File: src/rtl/md4_msg_padder_if.sv
// Byte-in / block-out handshake bundle for the MD4 message padder.
// master = byte producer and block consumer; slave = padder.
interface md4_msg_padder_if;
    logic         in_valid;
    logic         in_ready;
    logic [7:0]   in_data;
    logic         in_last;
    logic         in_empty;
    logic         out_valid;
    logic         out_ready;
    logic [511:0] out_block;
    logic         out_first;
    logic         out_last;

    modport master (
        output in_valid, in_data, in_last, in_empty, out_ready,
        input  in_ready, out_valid, out_block, out_first, out_last
    );

    modport slave (
        input  in_valid, in_data, in_last, in_empty, out_ready,
        output in_ready, out_valid, out_block, out_first, out_last
    );
endinterface

File: src/rtl/md4_msg_padder.sv
// MD4 byte-stream padder: gathers message bytes, appends 0x80 / zero fill / 64-bit LE bit length,
// and hands out 512-bit blocks in M layout (message byte i of a block at M[8i+7:8i]).
module md4_msg_padder #(
    parameter int unsigned LEN_W = 64
) (
    input  logic               clk,
    input  logic               rst_n,
    md4_msg_padder_if.slave    bus
);
    localparam int unsigned BLK_BYTES = 64;
    localparam int unsigned BLK_W     = 512;
    localparam int unsigned Q_W       = 7;
    localparam int unsigned LEN_POS   = 56;
    localparam int unsigned LEN_BITS  = 64;

    typedef enum logic [1:0] {
        FILL = 2'd0,
        PAD  = 2'd1,
        LEN  = 2'd2,
        EMIT = 2'd3
    } state_t;

    state_t             state_q, state_n;
    logic [Q_W-1:0]     q_q, q_n;
    logic [LEN_W-1:0]   len_q, len_n;
    logic               pend_pad_q, pend_pad_n;
    logic               pend_len_q, pend_len_n;
    logic               first_q, first_n;
    logic               final_q, final_n;
    logic [BLK_W-1:0]   buf_q, buf_n;
    logic               in_ready_q;
    logic               out_valid_q;
    logic               out_first_q;
    logic               out_last_q;

    logic               take;
    logic [LEN_BITS-1:0] len_ext;

    assign take    = bus.in_valid && in_ready_q;
    assign len_ext = LEN_BITS'(len_q);

    // State and datapath registers
    always_ff @(posedge clk or negedge rst_n) begin
        if (!rst_n) begin
            state_q     <= FILL;
            q_q         <= '0;
            len_q       <= '0;
            pend_pad_q  <= 1'b0;
            pend_len_q  <= 1'b0;
            first_q     <= 1'b1;
            final_q     <= 1'b0;
            buf_q       <= '0;
            in_ready_q  <= 1'b0;
            out_valid_q <= 1'b0;
            out_first_q <= 1'b0;
            out_last_q  <= 1'b0;
        end else begin
            state_q     <= state_n;
            q_q         <= q_n;
            len_q       <= len_n;
            pend_pad_q  <= pend_pad_n;
            pend_len_q  <= pend_len_n;
            first_q     <= first_n;
            final_q     <= final_n;
            buf_q       <= buf_n;
            in_ready_q  <= (state_n == FILL);
            out_valid_q <= (state_n == EMIT);
            out_first_q <= (state_n == EMIT) && first_n;
            out_last_q  <= (state_n == EMIT) && final_n;
        end
    end

    // Next-state and buffer update
    always_comb begin
        state_n    = state_q;
        q_n        = q_q;
        len_n      = len_q;
        pend_pad_n = pend_pad_q;
        pend_len_n = pend_len_q;
        first_n    = first_q;
        final_n    = final_q;
        buf_n      = buf_q;

        case (state_q)
            FILL: begin
                if (take) begin
                    if (bus.in_empty) begin
                        // empty beat only matters when it terminates the message
                        if (bus.in_last) begin
                            state_n = PAD;
                        end
                    end else begin
                        buf_n[{q_q[5:0], 3'b000} +: 8] = bus.in_data;
                        q_n   = q_q + Q_W'(1);
                        len_n = len_q + LEN_W'(8);
                        if (q_q == Q_W'(BLK_BYTES - 1)) begin
                            state_n    = EMIT;
                            final_n    = 1'b0;
                            pend_pad_n = bus.in_last;
                        end else if (bus.in_last) begin
                            state_n = PAD;
                        end
                    end
                end
            end

            PAD: begin
                for (int unsigned i = 0; i < BLK_BYTES; i++) begin
                    if (Q_W'(i) == q_q) begin
                        buf_n[8*i +: 8] = 8'h80;
                    end else if (Q_W'(i) > q_q) begin
                        buf_n[8*i +: 8] = 8'h00;
                    end
                end
                state_n = EMIT;
                // length fits behind the marker only if the marker lands in bytes 0..55
                if (q_q <= Q_W'(LEN_POS - 1)) begin
                    buf_n[BLK_W-1 -: LEN_BITS] = len_ext;
                    final_n = 1'b1;
                end else begin
                    final_n    = 1'b0;
                    pend_len_n = 1'b1;
                end
            end

            LEN: begin
                buf_n   = {len_ext, (BLK_W - LEN_BITS)'(0)};
                state_n = EMIT;
                final_n = 1'b1;
            end

            EMIT: begin
                if (bus.out_ready) begin
                    first_n = 1'b0;
                    q_n     = '0;
                    if (final_q) begin
                        state_n = FILL;
                        len_n   = '0;
                        first_n = 1'b1;
                    end else if (pend_pad_q) begin
                        state_n    = PAD;
                        pend_pad_n = 1'b0;
                    end else if (pend_len_q) begin
                        state_n    = LEN;
                        pend_len_n = 1'b0;
                    end else begin
                        state_n = FILL;
                    end
                end
            end

            default: begin
                state_n = FILL;
            end
        endcase
    end

    assign bus.in_ready  = in_ready_q;
    assign bus.out_valid = out_valid_q;
    assign bus.out_block = buf_q;
    assign bus.out_first = out_first_q;
    assign bus.out_last  = out_last_q;

endmodule

File: src/flat_wrapper.sv
// flat-port wrapper written by rule: the top's interface ports become plain ports
module md4_msg_padder_flat 
#(
    parameter int unsigned LEN_W = 64
)
  (clk, rst_n, bus_in_valid, bus_in_data, bus_in_last, bus_in_empty, bus_out_ready, bus_in_ready, bus_out_valid, bus_out_block, bus_out_first, bus_out_last);
  md4_msg_padder_if bus_i ();
  input  logic clk;
  input  logic rst_n;
  input wire logic [$bits(bus_i.in_valid)-1:0] bus_in_valid;
  input wire logic [$bits(bus_i.in_data)-1:0] bus_in_data;
  input wire logic [$bits(bus_i.in_last)-1:0] bus_in_last;
  input wire logic [$bits(bus_i.in_empty)-1:0] bus_in_empty;
  input wire logic [$bits(bus_i.out_ready)-1:0] bus_out_ready;
  output wire logic [$bits(bus_i.in_ready)-1:0] bus_in_ready;
  output wire logic [$bits(bus_i.out_valid)-1:0] bus_out_valid;
  output wire logic [$bits(bus_i.out_block)-1:0] bus_out_block;
  output wire logic [$bits(bus_i.out_first)-1:0] bus_out_first;
  output wire logic [$bits(bus_i.out_last)-1:0] bus_out_last;
  assign bus_i.in_valid = bus_in_valid;
  assign bus_i.in_data = bus_in_data;
  assign bus_i.in_last = bus_in_last;
  assign bus_i.in_empty = bus_in_empty;
  assign bus_i.out_ready = bus_out_ready;
  assign bus_in_ready = bus_i.in_ready;
  assign bus_out_valid = bus_i.out_valid;
  assign bus_out_block = bus_i.out_block;
  assign bus_out_first = bus_i.out_first;
  assign bus_out_last = bus_i.out_last;
  md4_msg_padder #(.LEN_W(LEN_W)) u_core (.clk(clk), .rst_n(rst_n), .bus(bus_i));
endmodule
File: config.mk
export PLATFORM = sky130hd
export DESIGN_NAME = md4_msg_padder_flat
export DESIGN_NICKNAME = d
export VERILOG_FILES = /design/src/rtl/md4_msg_padder_if.sv /design/src/rtl/md4_msg_padder.sv /design/src/flat_wrapper.sv
export SDC_FILE = /design/constraint.sdc
export NUM_CORES = 1
export LEC_CHECK = 0
export ABC_CLOCK_PERIOD_IN_PS = 4600
export CORE_UTILIZATION = 40
export DETAILED_ROUTE_END_ITERATION = 12
export PLACE_DENSITY = 0.68
export SLEW_MARGIN = 5
export SYNTH_ARGS = -nofsm -noshare
export SYNTH_HDL_FRONTEND = slang
export SYNTH_SLANG_ARGS = --single-unit
File: constraint.sdc
create_clock -name clk -period 4.6 [get_ports clk]
set_input_delay 0.92 -clock clk [delete_from_list [all_inputs] [get_ports clk]]
set_output_delay 0.92 -clock clk [all_outputs]
set_load 0.03 [all_outputs]
==> images/flops_by_reg.png <==
(1.5 px per um) Other sequential cells in the stronger grey, the rest of the logic in the fainter grey.
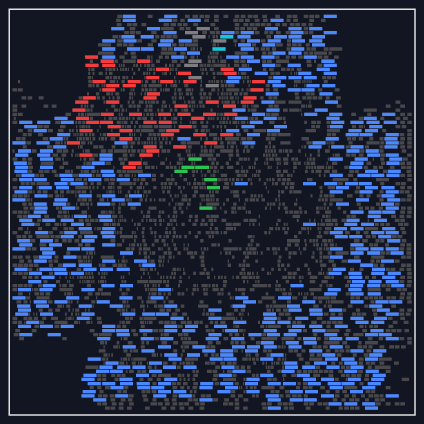
Green is `u_core.q_q`, flops 7, where middle. Blue is `u_core.bus.out_block`, flops 512, where all over the die. Cyan is `u_core.state_q`, flops 2. Red is `u_core.len_ext`, flops 61.
Another 8 sequential cells are not coloured.

==> images/layer_met3.png <==
(2 px per um)
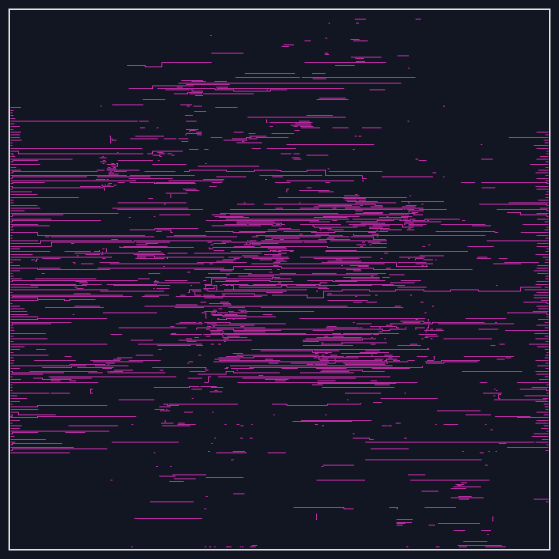
The layer holds 11% of the routed length. 691 nets have wire on it. The layer carries 14400 um of wire. The longest straight run is 111 um. The wires run mostly horizontal.
DRT Wirelength: 128 mm
met3 GRT Util: 0.114
via count: 27200

==> images/clocks.png <==
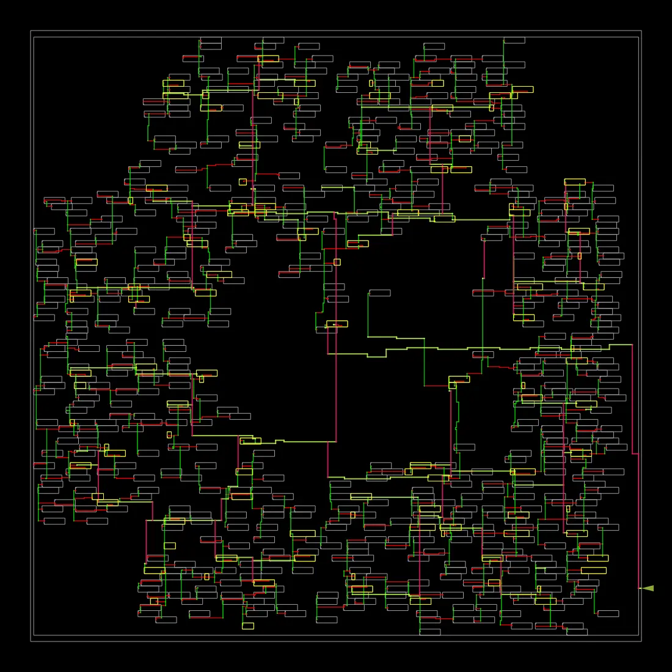
Num CTS Buffers: 61
Clock Sinks: 590
Max Clock Skew: 0.0330 ns
Clock buffer cells: 81
Clock net power: 5.29 mW

==> CHANGELOG.md <==
### Changed

* Die Wd at 269 um
* Tcrit/Tclk final at 0.845
* CP dominant cell by count: buf_4
* VDD IR max at 0.497 mV
* Die ar. at 0.0726 sq mm
* Die Span Y at 269 um
* Commonest Layout Cell: dfrtp_1
* Post-synth tally of flip-flops with integrated enable at 0
* # Max-Cap Violations at 0
* Ys async rst share at 1.00
* Hold WS at 0.312 ns
* Floorplan net count at 2718
* Worst slew margin at 0.166
* PortBufs at 529
* IO Pins at 530
* Placer Congestion at 1.04
* Fin. Hold Viols at 0
* CP peak stage delay at 0.89 ns
* 1st-pass router iterations at 9
* Met2 WL post-DR at 57.3 mm
* Slew Limit Fails at 0
* GRT Max-Usage Layer: met2
* Wl on met1 at 49.1 mm
* Core Util at FP at 0.406
* Initial antenna violation count at 5
* Cts repair resizes at 0
* Worst hold path class: input pin to async pin
* Highest metal used: met5
* GRT Util Overall at 0.342
* Remaining global-route overflow at 0
* Worst Path Arrival at 4.46 ns
* Met3 routed WL at 14.4 mm
* Vias/cell at 6.49
* Status: finished, final reports clean
* OpenROAD warning count at 38
* Fin cells at 4199
* Post-synth regs at 590
* Synth Warn # at 0
* Starting DRT DRC Count at 3225
* Sequential area share after synthesis at 0.516
* WS Path Type: flip-flop to flip-flop
* Dpl hpwl at 93.6 mm
* Total setup buffers inserted after CTS at 0
* Multi-input logic area at 0.0128 sq mm
* Setup_tns at 0 ns
* Crit-path slowest cell: nor4_2
* Power per standard cell area at 511 mW/mm^2
* CTS Hold Buffers Added at 0
* Mapped cell area at 0.0286 sq mm
* Filler cell count at 6170
* Core area at 0.0704 sq mm
* Clock transition at path regs at 0.06 ns
* RSZ-0062 raised after global routing: false
* Dpl cells at 4085
* H-tree Lvls at 2
* Tot Pwr at 19.1 mW
* CTS tree: built
* Largest net degree at the start of global routing at 109
* Layout cells sized above 1 at 0.127
* Post-layout min period at 3.88 ns
* Required @ worst endpoint at 5.18 ns
* Final setup violation count at 0
* Final nets at 3232
* Clock buffer depth at 3
* Row count at 97
* Area Overhead vs Synth at 30.7%
* Average cell area after synthesis at 10.6 sq um
* Most frequent cells in the layout: dfrtp_1, clkdlybuf4s50_1, nand2_1
* Critical Path Fanout Max at 23
* Number of global-route vias before repair at 26700
* Met2 Use GR at 0.528
* Slew of the pin with the lowest slew margin at 1.25 ns
* Worst-path cell chain: buf_4 -> nor4_2 -> a21oi_2 -> buf_4 -> nor3_1 -> a32o_1
* First-pass GRT wire length at 186 mm
* Crit. End Element: flip-flop
* DRC errors left at 0
* Reg area at 0.0148 sq mm
* Detail Route Antenna Nets at 0
* Synthesis area per yosys at 0.0286 sq mm
* Met1 usage at 0.434
* Primary FF master, synth: dfrtp_1
* Static Leak at 15.4 nW
* Yosys Instances at 2694
* Avg WL per Cell at 30.4 um
* Clk latency late pin at 0.67 ns
* CP startpoint kind: flip-flop
* Distinct lib cells at 108
* Fmax at 0.257 GHz
* Gate count of the mapped netlist at 2694
* CTS root buffer: clkbuf_16
cell families (layout without fill, tap and decap cells):
logic type / Yosys count / in the layout / share of synthesized area
compound gates: 852 / 852 / 0.233
simple gates: 832 / 832 / 0.152
flops: 590 / 590 / 0.516
buf+inv: 264 / 827 / 0.0391
mux: 125 / 125 / 0.0489
xor+xnor: 21 / 21 / 0.00669
fa+ha+maj: 10 / 10 / 0.00437
other cells: 0 / 2 / 0
synth_stat cells, types with 48 or more instances:
cell type / n / area (sq um)
o21ai_0: 112 / 561
clkbuf_1: 137 / 514
nor2_1: 131 / 492
nand2_1: 252 / 946
dfrtp_1: 589 / 14700
nand3_1: 108 / 541
o2bb2ai_1: 101 / 885
mux2_2: 99 / 1110
inv_1: 59 / 221
nor3_1: 48 / 240
a21oi_1: 75 / 375
a22o_1: 229 / 2010
registers in the layout, summed over array words and instances, names as in the netlist:
| signal | count |
|---|---|
| u_core.first_q | 1 |
| u_core.bus.out_valid | 1 |
| u_core.final_q | 1 |
| u_core.bus.out_last | 1 |
| u_core.pend_pad_q | 1 |
| u_core.bus.in_ready | 1 |
| u_core.bus.out_first | 1 |
| u_core.bus.out_block | 512 |
| u_core.len_ext | 61 |
| u_core.q_q | 7 |
| u_core.pend_len_q | 1 |
| u_core.state_q | 2 |
where the power goes:
| group | switching [mW] | leakage (nW) | total [mW] | internal [mW] |
|---|---|---|---|---|
| combinational | 5.68 | 6.19 | 7.92 | 2.24 |
| clock | 2.22 | 1.04 | 5.29 | 3.07 |
| sequential | 0.354 | 8.16 | 5.91 | 5.56 |
| total | 8.26 | 15.4 | 19.1 | 10.9 |
worst max-delay path: cells and delay by family (launching register included):
family / cells / cell delay, ns
buf+inv: 2 / 0.73
compound gates: 2 / 0.73
simple gates: 2 / 1.55
flops: 1 / 0.77
final timing paths:
path	start	end	slack, ns	cells past startpoint
setup / recovery	u_core.q_q[3]$_DFFE_PN0P_	u_core.bus.out_block[262]$_DFFE_PN0P_	0.72	6
hold / removal	rst_n	u_core.bus.out_block[100]$_DFFE_PN0P_	0.31	1
setup reg to reg	u_core.q_q[3]$_DFFE_PN0P_	u_core.bus.out_block[262]$_DFFE_PN0P_	0.72	6
hold reg to reg	u_core.bus.out_block[76]$_DFFE_PN0P_	u_core.bus.out_block[76]$_DFFE_PN0P_	0.48	1
max in group asynchronous	rst_n	u_core.len_ext[17]$_DFFE_PN0P_	3.08	2
min in group clk	u_core.bus.out_block[76]$_DFFE_PN0P_	u_core.bus.out_block[76]$_DFFE_PN0P_	0.48	1
layout make-up:
class	instances	area share
tap	940	0.0314
sequential	590	0.395
antenna	2	0.000134
timing repair buffer	656	0.169
inverter	59	0.00592
clock inverter	31	0.0115
multi-input combinational	1840	0.342
clock buffer	81	0.0455
stage by stage:
step	area (sq um)	util	setup WS, ns
floorplan	28600	-	1.39
global placement	35300	0.501	0.761
detailed placement	35300	0.501	0.744
CTS	37400	0.531	0.867
global route	37400	0.531	0.617
finish	37400	0.531	0.715
Power figures rest on the tool's default switching activity, not on a simulated workload.
